===== src/rtl/frame_tx_scheduler.sv =====
// Round-robin frame scheduler: CLR -> HDR -> DATA -> CRC -> GAP, every output registered; grant appears 1 cycle after REQ.
// Optional VALID-low watchdog in DATA (ABORT state) is built when FRM_SCHED_TIMEOUT_EN is defined.
module frame_tx_scheduler #(
   parameter int NREQ      = 4,
   parameter int HDR_WORDS = 4,
   parameter int CRC_WORDS = 2,
   parameter int MAX_DATA  = 800,
   parameter int IFG       = 4,
   parameter int TMO       = 64
) (
   input  logic            CLK,
   input  logic            rst_rom_addr,
   input  logic [NREQ-1:0] REQ,
   input  logic [NREQ-1:0] VALID,
   output logic [NREQ-1:0] GNT,
   output logic [2:0]      SEL,
   output logic [2:0]      ROM_ADDR,
   output logic            CLR_CRC,
   output logic            CRC_DV,
   output logic [1:0]      DATA_SRC,
   output logic            TX_ACK,
   output logic            TRUNC,
   output logic            ABORT,
   output logic [3:0]      FRM_STATE
);

   typedef enum logic [3:0] {
      S_IDLE  = 4'd0,
      S_CLR   = 4'd1,
      S_HDR   = 4'd2,
      S_DATA  = 4'd3,
      S_CRC   = 4'd4,
      S_GAP   = 4'd5,
      S_ABORT = 4'd6
   } state_t;

   localparam logic [1:0] SRC_FILL = 2'd0;
   localparam logic [1:0] SRC_ROM  = 2'd1;
   localparam logic [1:0] SRC_DATA = 2'd2;
   localparam logic [1:0] SRC_CRC  = 2'd3;

   // One counter serves CRC words, gap cycles and the DATA wait watchdog.
   localparam int SUB_MAX = (TMO > 15) ? TMO : 15;
   localparam int SUB_W   = $clog2(SUB_MAX + 1);

   state_t            state, n_state;
   logic [1:0]        rst_sync;
   logic              rst;
   logic [2:0]        ptr_q, n_ptr;
   logic [9:0]        cnt_q, n_cnt;
   logic [SUB_W-1:0]  sub_q, n_sub;
   logic              tlat_q, n_tlat;
   logic [NREQ-1:0]   n_gnt;
   logic [2:0]        n_sel, n_rom, win, nxt_ptr;
   logic              n_clr, n_dv, n_ack, n_trunc, decide, v, hit_max;
   logic [1:0]        n_src;
   logic [2*NREQ-1:0] req_dbl;
   int                pick;
`ifdef FRM_SCHED_TIMEOUT_EN
   logic              abort_q, n_abort;
`endif

   // Reset asserts immediately and releases on the second clock edge.
   always_ff @(posedge CLK or posedge rst_rom_addr) begin
      if (rst_rom_addr) rst_sync <= 2'b11;
      else              rst_sync <= {rst_sync[0], 1'b0};
   end
   assign rst = rst_sync[1];

   // Doubled request vector: lowest set bit at/after the pointer wins.
   always_comb begin
      req_dbl = {REQ, REQ};
      pick    = 0;
      for (int i = 2*NREQ-1; i >= 0; i--) begin
         if (req_dbl[i] && (i >= int'(ptr_q))) pick = i;
      end
      win = 3'(pick % NREQ);
   end

   assign nxt_ptr = 3'((int'(SEL) + 1) % NREQ);
   assign v       = |(VALID & GNT);
   assign hit_max = (cnt_q == 10'(MAX_DATA));

   always_comb begin
      n_state = state;
      n_gnt   = GNT;
      n_sel   = SEL;
      n_rom   = '0;
      n_clr   = 1'b0;
      n_dv    = 1'b0;
      n_src   = SRC_FILL;
      n_ack   = 1'b0;
      n_trunc = 1'b0;
      n_ptr   = ptr_q;
      n_cnt   = cnt_q;
      n_sub   = sub_q;
      n_tlat  = tlat_q;
      decide  = 1'b0;
`ifdef FRM_SCHED_TIMEOUT_EN
      n_abort = 1'b0;
`endif
      case (state)
         S_IDLE: begin
            if (|REQ) begin
               n_state = S_CLR;
               n_gnt   = NREQ'(1) << win;
               n_sel   = win;
               n_clr   = 1'b1;
               n_cnt   = '0;
               n_sub   = '0;
               n_tlat  = 1'b0;
            end
         end
         S_CLR: begin
            n_state = S_HDR;
            n_src   = SRC_ROM;
            n_dv    = 1'b1;
         end
         S_HDR: begin
            if (ROM_ADDR == 3'(HDR_WORDS-1)) begin
               decide = 1'b1;
            end else begin
               n_rom = ROM_ADDR + 3'd1;
               n_src = SRC_ROM;
               n_dv  = 1'b1;
            end
         end
         S_DATA: decide = 1'b1;
         S_CRC: begin
            if (sub_q == SUB_W'(CRC_WORDS-1)) begin
               n_state = S_GAP;
               n_gnt   = '0;
               n_ptr   = nxt_ptr;
               n_sub   = '0;
            end else begin
               n_sub   = sub_q + 1'b1;
               n_src   = SRC_CRC;
               n_ack   = (sub_q == SUB_W'(CRC_WORDS-2));
               n_trunc = n_ack & tlat_q;
            end
         end
         S_GAP: begin
            if (sub_q == SUB_W'(IFG-1)) n_state = S_IDLE;
            else                        n_sub   = sub_q + 1'b1;
         end
         S_ABORT: begin
            n_state = S_GAP;
            n_gnt   = '0;
            n_ptr   = nxt_ptr;
            n_sub   = '0;
         end
         default: n_state = S_IDLE;
      endcase

      // Data-phase decision, taken on the last header edge and every DATA edge.
      if (decide) begin
         if (hit_max || (!v && (cnt_q != '0))) begin
            n_state = S_CRC;
            n_src   = SRC_CRC;
            n_sub   = '0;
            n_tlat  = hit_max;
            n_ack   = (CRC_WORDS == 1);
            n_trunc = (CRC_WORDS == 1) && hit_max;
         end else if (v) begin
            n_state = S_DATA;
            n_src   = SRC_DATA;
            n_dv    = 1'b1;
            n_cnt   = cnt_q + 10'd1;
         end else begin
`ifdef FRM_SCHED_TIMEOUT_EN
            if (sub_q == SUB_W'(TMO)) begin
               n_state = S_ABORT;
               n_abort = 1'b1;
            end else begin
               n_state = S_DATA;
               n_src   = SRC_DATA;
               n_sub   = sub_q + 1'b1;
            end
`else
            n_state = S_DATA;
            n_src   = SRC_DATA;
`endif
         end
      end
   end

   always_ff @(posedge CLK or posedge rst) begin
      if (rst) begin
         state    <= S_IDLE;
         GNT      <= '0;
         SEL      <= '0;
         ROM_ADDR <= '0;
         CLR_CRC  <= 1'b0;
         CRC_DV   <= 1'b0;
         DATA_SRC <= SRC_FILL;
         TX_ACK   <= 1'b0;
         TRUNC    <= 1'b0;
         ptr_q    <= '0;
         cnt_q    <= '0;
         sub_q    <= '0;
         tlat_q   <= 1'b0;
`ifdef FRM_SCHED_TIMEOUT_EN
         abort_q  <= 1'b0;
`endif
      end else begin
         state    <= n_state;
         GNT      <= n_gnt;
         SEL      <= n_sel;
         ROM_ADDR <= n_rom;
         CLR_CRC  <= n_clr;
         CRC_DV   <= n_dv;
         DATA_SRC <= n_src;
         TX_ACK   <= n_ack;
         TRUNC    <= n_trunc;
         ptr_q    <= n_ptr;
         cnt_q    <= n_cnt;
         sub_q    <= n_sub;
         tlat_q   <= n_tlat;
`ifdef FRM_SCHED_TIMEOUT_EN
         abort_q  <= n_abort;
`endif
      end
   end

   assign FRM_STATE = state;
`ifdef FRM_SCHED_TIMEOUT_EN
   assign ABORT = abort_q;
`else
   assign ABORT = 1'b0;
`endif

endmodule


===== config.mk =====
export PLATFORM = sky130hd
export DESIGN_NAME = frame_tx_scheduler
export DESIGN_NICKNAME = d
export VERILOG_FILES = /design/src/rtl/frame_tx_scheduler.sv
export SDC_FILE = /design/constraint.sdc
export NUM_CORES = 1
export LEC_CHECK = 0
export CORE_MARGIN = 4
export CORE_UTILIZATION = 35
export CTS_CLUSTER_DIAMETER = 150
export DETAILED_ROUTE_END_ITERATION = 8
export PLACE_DENSITY = 0.56
export SYNTH_ARGS = -nofsm -noshare
export SYNTH_HDL_FRONTEND = slang
export SYNTH_SLANG_ARGS = --single-unit

===== constraint.sdc =====
create_clock -name CLK -period 1.6 [get_ports CLK]
set_clock_uncertainty 0.05 [all_clocks]
set_input_delay 0.24 -clock CLK [delete_from_list [all_inputs] [get_ports CLK]]
set_output_delay 0.24 -clock CLK [all_outputs]
set_load 0.05 [all_outputs]

Fig. 1: clock routing
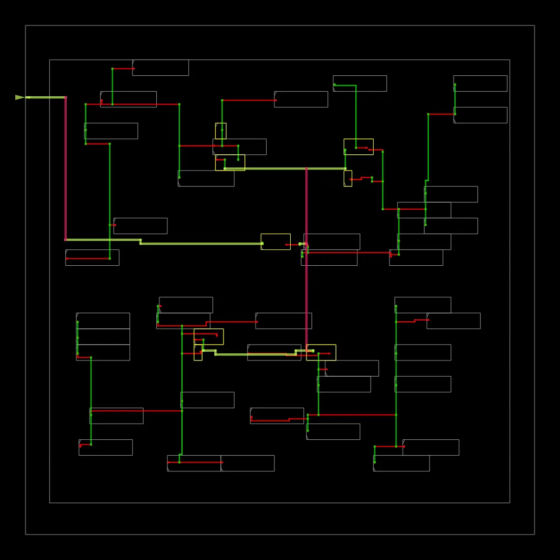
clock buffers: 7
CTS buffer count: 5
clock tree sinks: 40
clk pwr: 658 µW
Seq cells: 40

Fig. 2: cell classes on the final placement
Fill, decap, tap and diode cells in gray.
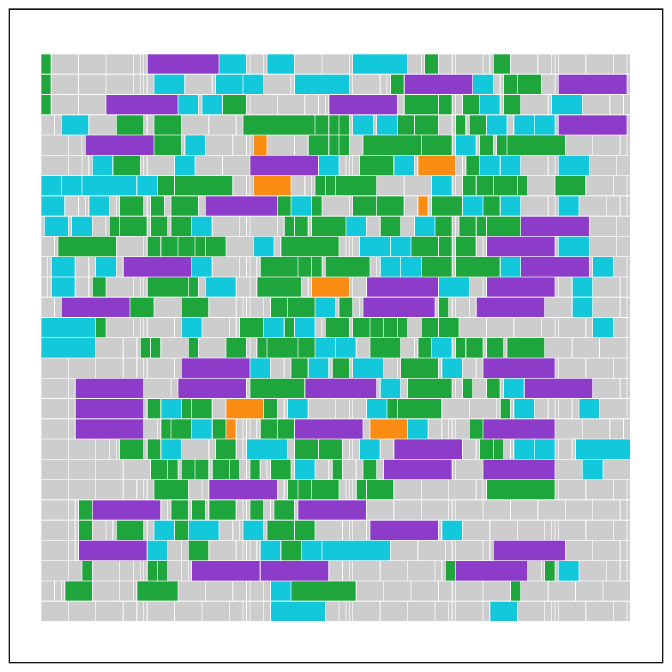
| color | class | cells | share of their area |
|---|---|---|---|
| orange | clock drivers and dummy loads | 8 | 2.4% |
| cyan | other buffers and delay cells | 102 | 27% |
| green | combinational and other logic | 181 | 41% |
| purple | flops | 40 | 30% |

Fig. 3: met3 routing
Scale bar: 20 µm.
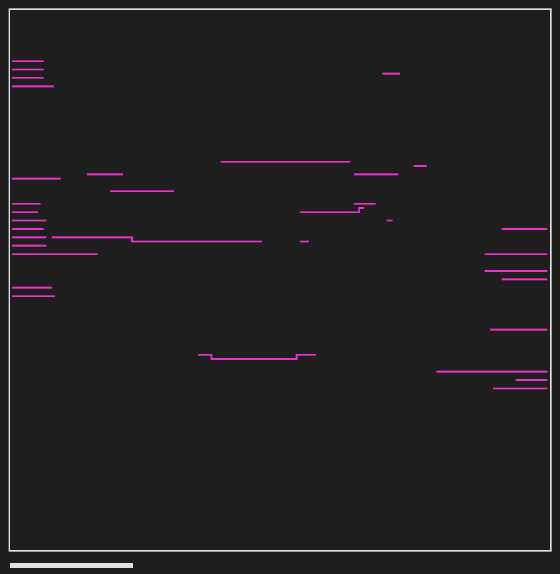
main direction: horizontal
nets with wire on the layer: 30

Fig. 4: metal 1
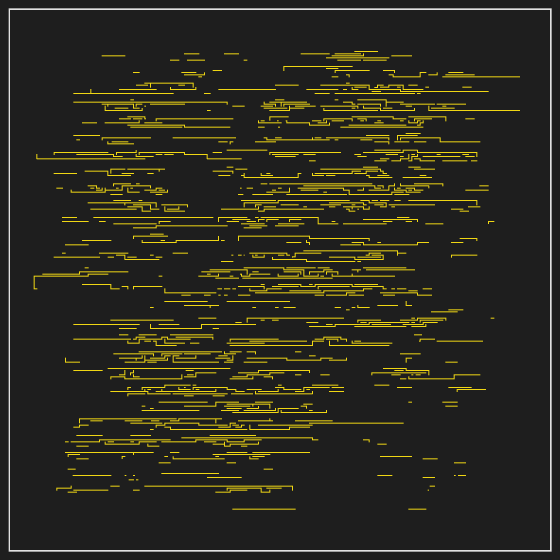
nets with wire on the layer: 309
main direction: horizontal
wire length on this layer: 2770 µm
longest straight run: 24.8 µm
Vias: 2099
final wirelength: 6000 µm
met1 GRT Util: 21.6%

==> deck_impl_summary.md <==
Physical Implementation Snapshot

Setup path
  – CP peak stage delay: 380 ps
  – Crit-path cells: inv_1, ha_2, nor4b_4, and3_4, nor2_2, or2_1, a221o_1
  – CP startpoint: cnt_q[0]
  – CP max FO: 3
  – R2R setup slack: -270 ps

Cells and area
  – Largest register by flop count: cnt_q
  – Filler cells: 513
  – Synthesis-to-layout area growth: 58.5%
  – Fin util: 58.2%
  – Repair and plain buffers: 102

Yosys
  – Commonest flop: dfrtp_1
  – #FFs+latches synth: 40
  – Synth cell types: 58
  – Syn Area/Cell: 9.75 µm²
  – Mapped Cells: 227
  – Sequential share of the synthesized area: 45.4%
  – Cell area leaders: dfrtp_1, ha_1, a21oi_1
  – Synth warnings: 0
  – Adder share: 3.39%

Clocking
  – Clock Tree Buf Depth: 2
  – Htree depth: 2
  – Worst-skew pair later-pin latency: 300 ps
  – CTS Hold Buffers Added: 0
  – Post_cts resized: 23

Floorplan
  – Core area: 6030 µm²
  – N_taps: 75
  – Row cnt: 28

Placed design
  – Port Buffer Count: 27
  – Post-placement cell count: 381

Route
  – Max Used Layer: met4
  – Met3 routed WL: 276 µm
  – Routed length on met1: 2770 µm

Power and ir drop
  – P_leak: 1.64 nW
  – Tot Pwr: 5.66 mW

Job
  – Max-cap violations: 0
  – OpenROAD warning count: 32

Outcome
  – Status: complete, but fails checks
  – Failing checks: setup timing

Final timing
  – Max-slew violation count: 0
  – Endpoints failing setup: 31
  – RSZ-0062 raised after global routing: yes
  – PnR worst setup slack: -273 ps

Global routing
  – Largest net degree at the start of global routing: 39
  – Initial antenna violation count: 0

Hold path
  – Hold Path Class: in2async
## cell usage after synthesis, drive strengths merged, types with 3 or more instances
| cell | n |
|---|---|
| ha | 6 |
| nor3 | 8 |
| a211oi | 3 |
| buf | 8 |
| inv | 15 |
| dfrtp | 38 |
| nand3 | 11 |
| nor2 | 16 |
| nand2 | 17 |
| a32o | 4 |
| or3 | 4 |
| and3 | 6 |
| o21ai | 13 |
| a21oi | 16 |
| and2 | 3 |
| mux2i | 5 |
| a31oi | 5 |
| nor4 | 3 |
| o31ai | 4 |
| nand2b | 6 |
| or4 | 3 |
| a21o | 4 |
## where the power goes
part	internal, mW	switching [mW]
registers	1.26	0.240
logic	1.65	1.85
clock network	0.306	0.352
Power is estimated from default activity; no workload was simulated.
